## config.mk

```make
export PLATFORM = sky130hd
export DESIGN_NAME = reset_sequencer
export DESIGN_NICKNAME = d
export VERILOG_FILES = /design/src/rtl/reset_sequencer.sv
export SDC_FILE = /design/constraint.sdc
export NUM_CORES = 1
export LEC_CHECK = 0
export CORE_MARGIN = 2
export CORE_UTILIZATION = 54
export CTS_BUF_LIST = sky130_fd_sc_hd__clkbuf_4 sky130_fd_sc_hd__clkbuf_8 sky130_fd_sc_hd__clkbuf_16
export DETAILED_ROUTE_END_ITERATION = 12
export GPL_TIMING_DRIVEN = 0
export PLACE_DENSITY = 0.88
export SYNTH_ARGS = -nofsm -noshare
export SYNTH_HDL_FRONTEND = slang
export SYNTH_SLANG_ARGS = --single-unit
```

## constraint.sdc

```tcl
create_clock -name clk -period 2.38 [get_ports clk]
set_input_delay 0.357 -clock clk [delete_from_list [all_inputs] [get_ports clk]]
set_output_delay 0.357 -clock clk [all_outputs]
set_load 0.01 [all_outputs]
```

## src/rtl/reset_sequencer.sv

```systemverilog
// Staged reset release with per-stage ready handshake, timeout fault and RUN tick.
// Optional stage-drop monitor in RUN: define RST_SEQ_MONITOR_EN.
module reset_sequencer #(
  parameter int unsigned STRETCH    = 16,
  parameter int unsigned NUM_STAGES = 3,
  parameter int unsigned STAGE_GAP  = 4,
  parameter int unsigned TIMEOUT    = 32,
  parameter int unsigned TICK_DIV   = 10
) (
  input  logic                  clk,
  input  logic                  reset,
  input  logic [NUM_STAGES-1:0] stage_ready,
  output logic [NUM_STAGES-1:0] rst_out_n,
  output logic                  all_ready,
  output logic                  tick,
  output logic                  fault,
  output logic [2:0]            state_o
);

  localparam int unsigned MAX_A   = (STRETCH > TIMEOUT) ? STRETCH : TIMEOUT;
  localparam int unsigned MAX_B   = (STAGE_GAP > TICK_DIV) ? STAGE_GAP : TICK_DIV;
  localparam int unsigned CNT_MAX = (MAX_A > MAX_B) ? MAX_A : MAX_B;
  localparam int unsigned CNT_W   = $clog2(CNT_MAX);
  localparam int unsigned IDX_W   = (NUM_STAGES > 1) ? $clog2(NUM_STAGES) : 1;

  typedef enum logic [2:0] {
    S_HOLD    = 3'd0,
    S_STRETCH = 3'd1,
    S_WAIT    = 3'd2,
    S_GAP     = 3'd3,
    S_RUN     = 3'd4,
    S_FAULT   = 3'd5
  } state_t;

  state_t                r_state, w_state;
  logic [CNT_W-1:0]      r_cnt, w_cnt;
  logic [IDX_W-1:0]      r_idx, w_idx, w_idx_inc;
  logic [NUM_STAGES-1:0] r_rst_n, w_rst_n;
  logic                  r_all_ready, w_all_ready;
  logic                  r_tick, w_tick;
  logic                  r_fault, w_fault;

  assign w_idx_inc = r_idx + IDX_W'(1);

  // State and all output registers; reset aborts any sequence in progress.
  always_ff @(posedge clk) begin
    if (!reset) begin
      r_state     <= S_HOLD;
      r_cnt       <= '0;
      r_idx       <= '0;
      r_rst_n     <= '0;
      r_all_ready <= 1'b0;
      r_tick      <= 1'b0;
      r_fault     <= 1'b0;
    end else begin
      r_state     <= w_state;
      r_cnt       <= w_cnt;
      r_idx       <= w_idx;
      r_rst_n     <= w_rst_n;
      r_all_ready <= w_all_ready;
      r_tick      <= w_tick;
      r_fault     <= w_fault;
    end
  end

  // Next-state and next-output logic; the shared counter restarts on every state entry.
  always_comb begin
    w_state     = r_state;
    w_cnt       = r_cnt + CNT_W'(1);
    w_idx       = r_idx;
    w_rst_n     = r_rst_n;
    w_all_ready = r_all_ready;
    w_tick      = 1'b0;
    w_fault     = r_fault;

    case (r_state)
      S_HOLD: begin
        w_state     = S_STRETCH;
        w_cnt       = '0;
        w_idx       = '0;
        w_rst_n     = '0;
        w_all_ready = 1'b0;
        w_fault     = 1'b0;
      end

      S_STRETCH: begin
        if (r_cnt == CNT_W'(STRETCH - 1)) begin
          w_state    = S_WAIT;
          w_cnt      = '0;
          w_idx      = '0;
          w_rst_n[0] = 1'b1;
        end
      end

      S_WAIT: begin
        if (stage_ready[r_idx]) begin
          w_state = S_GAP;
          w_cnt   = '0;
        end else if (r_cnt == CNT_W'(TIMEOUT - 1)) begin
          w_state     = S_FAULT;
          w_cnt       = '0;
          w_rst_n     = '0;
          w_all_ready = 1'b0;
          w_fault     = 1'b1;
        end
      end

      S_GAP: begin
        if (r_cnt == CNT_W'(STAGE_GAP - 1)) begin
          w_cnt = '0;
          if (r_idx == IDX_W'(NUM_STAGES - 1)) begin
            w_state     = S_RUN;
            w_all_ready = 1'b1;
          end else begin
            w_state            = S_WAIT;
            w_idx              = w_idx_inc;
            w_rst_n[w_idx_inc] = 1'b1;
          end
        end
      end

      S_RUN: begin
`ifdef RST_SEQ_MONITOR_EN
        if (stage_ready != {NUM_STAGES{1'b1}}) begin
          w_state     = S_FAULT;
          w_cnt       = '0;
          w_rst_n     = '0;
          w_all_ready = 1'b0;
          w_fault     = 1'b1;
        end else
`endif
        if (r_cnt == CNT_W'(TICK_DIV - 1)) begin
          w_cnt  = '0;
          w_tick = 1'b1;
        end
      end

      S_FAULT: begin
        w_cnt       = r_cnt;
        w_rst_n     = '0;
        w_all_ready = 1'b0;
        w_fault     = 1'b1;
      end

      default: begin
        w_state = S_HOLD;
        w_cnt   = '0;
      end
    endcase
  end

  assign rst_out_n = r_rst_n;
  assign all_ready = r_all_ready;
  assign tick      = r_tick;
  assign fault     = r_fault;
  assign state_o   = r_state;

endmodule

```

metal_stack.png
Scale: 10 px per um.
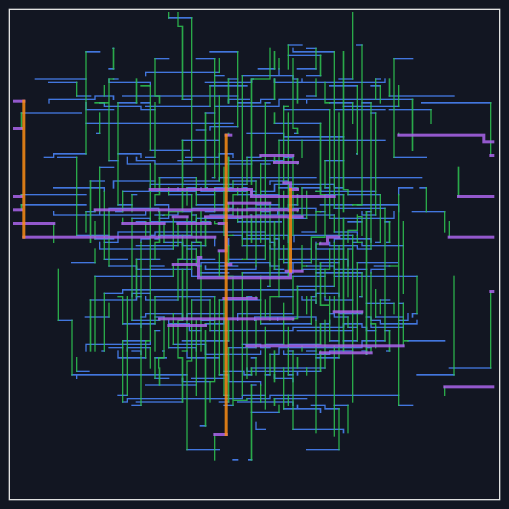
green -> met2  # wire length 1190 um
orange -> met4  # wire length 51.7 um
blue -> met1  # wire length 1100 um
purple -> met3  # wire length 186 um
overall track demand over capacity in global routing: 24.10%
DR vias: 1085
average wire per standard cell: 14.45 um
post-detailed-routing wire length: 2.529 mm

clock_map.png
Scale: 6 px per um.
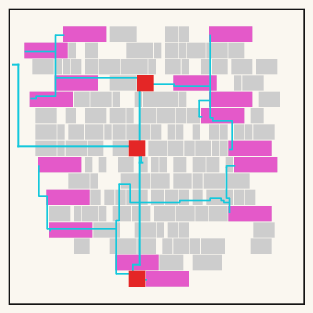
magenta -> flip-flops  # count 16
red -> cells driving clock nets  # count 3
cyan -> clock wires  # length 221 um
routed clock nets = 4

final_clocks.png
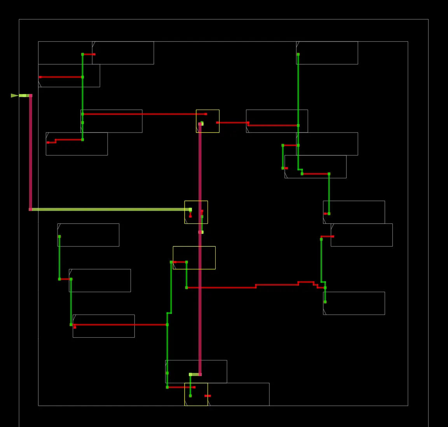
cts bufs inserted: 3
Flop Count: 16
clock buffer count: 4

gate_families.png
Scale: 6 px per um.
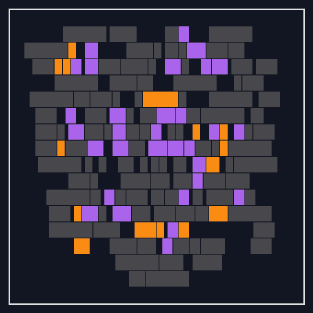
purple -> inverting AOI/OAI gates  # cells 31
orange -> NOR gates  # cells 15
Post-Layout Cell Count: 175
most frequent logic cell in the layout: dfxtp_1
multi-input gate share of the layout cell area: 53.40%

==> notes.md <==
This memo summarizes the results of the implementation run.

Clock network
The cell at the root of the clock tree is clkbuf_4. TritonCTS built the clock tree. The insertion delay of the later-clocked pin in the worst-skew pair is 0.30 ns. The total number of H-tree levels is 1.

Synth
For this run, the register share of the synthesized area comes to 29.43%. The post-synth register bit count is 16. The biggest area consumer among synthesized cells is dfxtp_1. Averaged over all synthesized cells, the footprint is 8.309 sq um.

Floorplan
The chip occupies 2391 sq um. The die boundary width is 48.90 um. For this floorplan the total number of well-tap instances is 27. For reference, the placement row count at floorplan is 16.

Global route
The pin count of the biggest net entering global routing is 11. Global routing finished with a remaining overflow of 0. The global-route wire length before repair is 4.526 mm.

Finish
The non-clock inverter count in the final layout is 8. The footprint of the multi-input gates is 688.2 sq um. Among all cell classes, the greatest summed area belongs to combinational gates.

Cells with a size suffix above 1 make up 8.108% of the layout. The synthesis-to-layout area growth is 18.39%. In the final layout, excluding clock buffers the buffer count is 22. After layout the clock buffers and inverters come to 2.816% of cell area. The total number of multi-input combinational cells is 98.

Critical path
The setup slack of the worst register-to-register path is 0.15 ns. The critical path launch point is r_cnt[0]. The cell depth of the worst flop-to-flop path is 7. The critical register-to-register path startpoint is r_cnt[0]. The classification of the worst setup path is reg -> reg.

Worst hold path
The worst hold path passes through 2 cells. The type of the most critical hold path is reg -> reg.

Run status
The flow ran to the end, and the final reports show no timing, DRC or antenna violations.

Final timing
The remaining max-slew budget at the tightest pin is 65.12%. The flow reports an fmax of 448.3 MHz. The final period utilization is 93.73%.

Route
The final routed DRC violation total is 0.

Power
The combinational fraction of design power is 18.5%. Looking at the VDD voltage map, the peak drop is 0.0002598 V. After layout, the design draws a total of 0.5845 mW.

Placement
According to the dpl log, the detail-placed design has an HPWL of 1.850 mm.

Job
The tool warning count is 30.
-- power groups by stage --
stage	sequential (mW)	clock, mW	combinational (mW)
floorplan	0.296	0	0.0671
global placement	0.293	0	0.103
detailed placement	0.294	0	0.106
CTS	0.288	0.191	0.107
global route	0.290	0.203	0.121
finish	0.288	0.188	0.108
-- kinds of logic after synthesis --
kind of cell | count (synthesis) | share of synthesized area [%]
flip-flops | 16 | 29.43
AND-OR/OR-AND | 40 | 25.75
multiplexers | 3 | 2.874
XOR/XNOR | 1 | 0.8047
adder cells (fa/ha/maj) | 7 | 8.046
AND/OR/NAND/NOR | 47 | 25.75
buffers and inverters | 17 | 7.356
-- worst max-delay path, stage by stage, from the launching register on --
cell	delay (ns)
dfxtp_1	0.42
ha_1	0.31
or4b_4	0.49
buf_6	0.15
nor3_4	0.17
o21ai_2	0.10
or3_1	0.37
a21oi_2	0.14
-- per-layer routing --
layer	vias to the layer above	GRT usage (%)
met5	-	0
li1	517	-
met4	0	12.38
met3	7	3.681
met1	504	32.56
met2	57	37.21
-- through the flow --
step	worst slack, ns	util, %	hold WS, ns	cells	cell area [sq um]
after floorplan	0.3475	-	0.4708	131	1089
after global placement	0.2464	65.17	0.4466	171	1252
final	0.1491	67.06	0.4755	175	1289
after global routing	0.07068	67.06	0.5340	175	1289
after CTS	0.1564	67.06	0.4811	175	1289
after detailed placement	0.1893	65.17	0.4577	171	1252
-- state kept, by name (all words and copies together) (netlist names) --
name	count
r_cnt	5
rst_out_n	3
state_o	3
r_idx	2
all_ready	1
fault	1
tick	1
-- path summary, 6_finish.rpt --
| path | to |
|---|---|
| min reg2reg | rst_out_n[2] |
| max reg2reg | r_idx[1] |
| min | rst_out_n[2] |
| max | r_idx[1] |
No activity file was given, so power comes from the tool's default toggle rates.
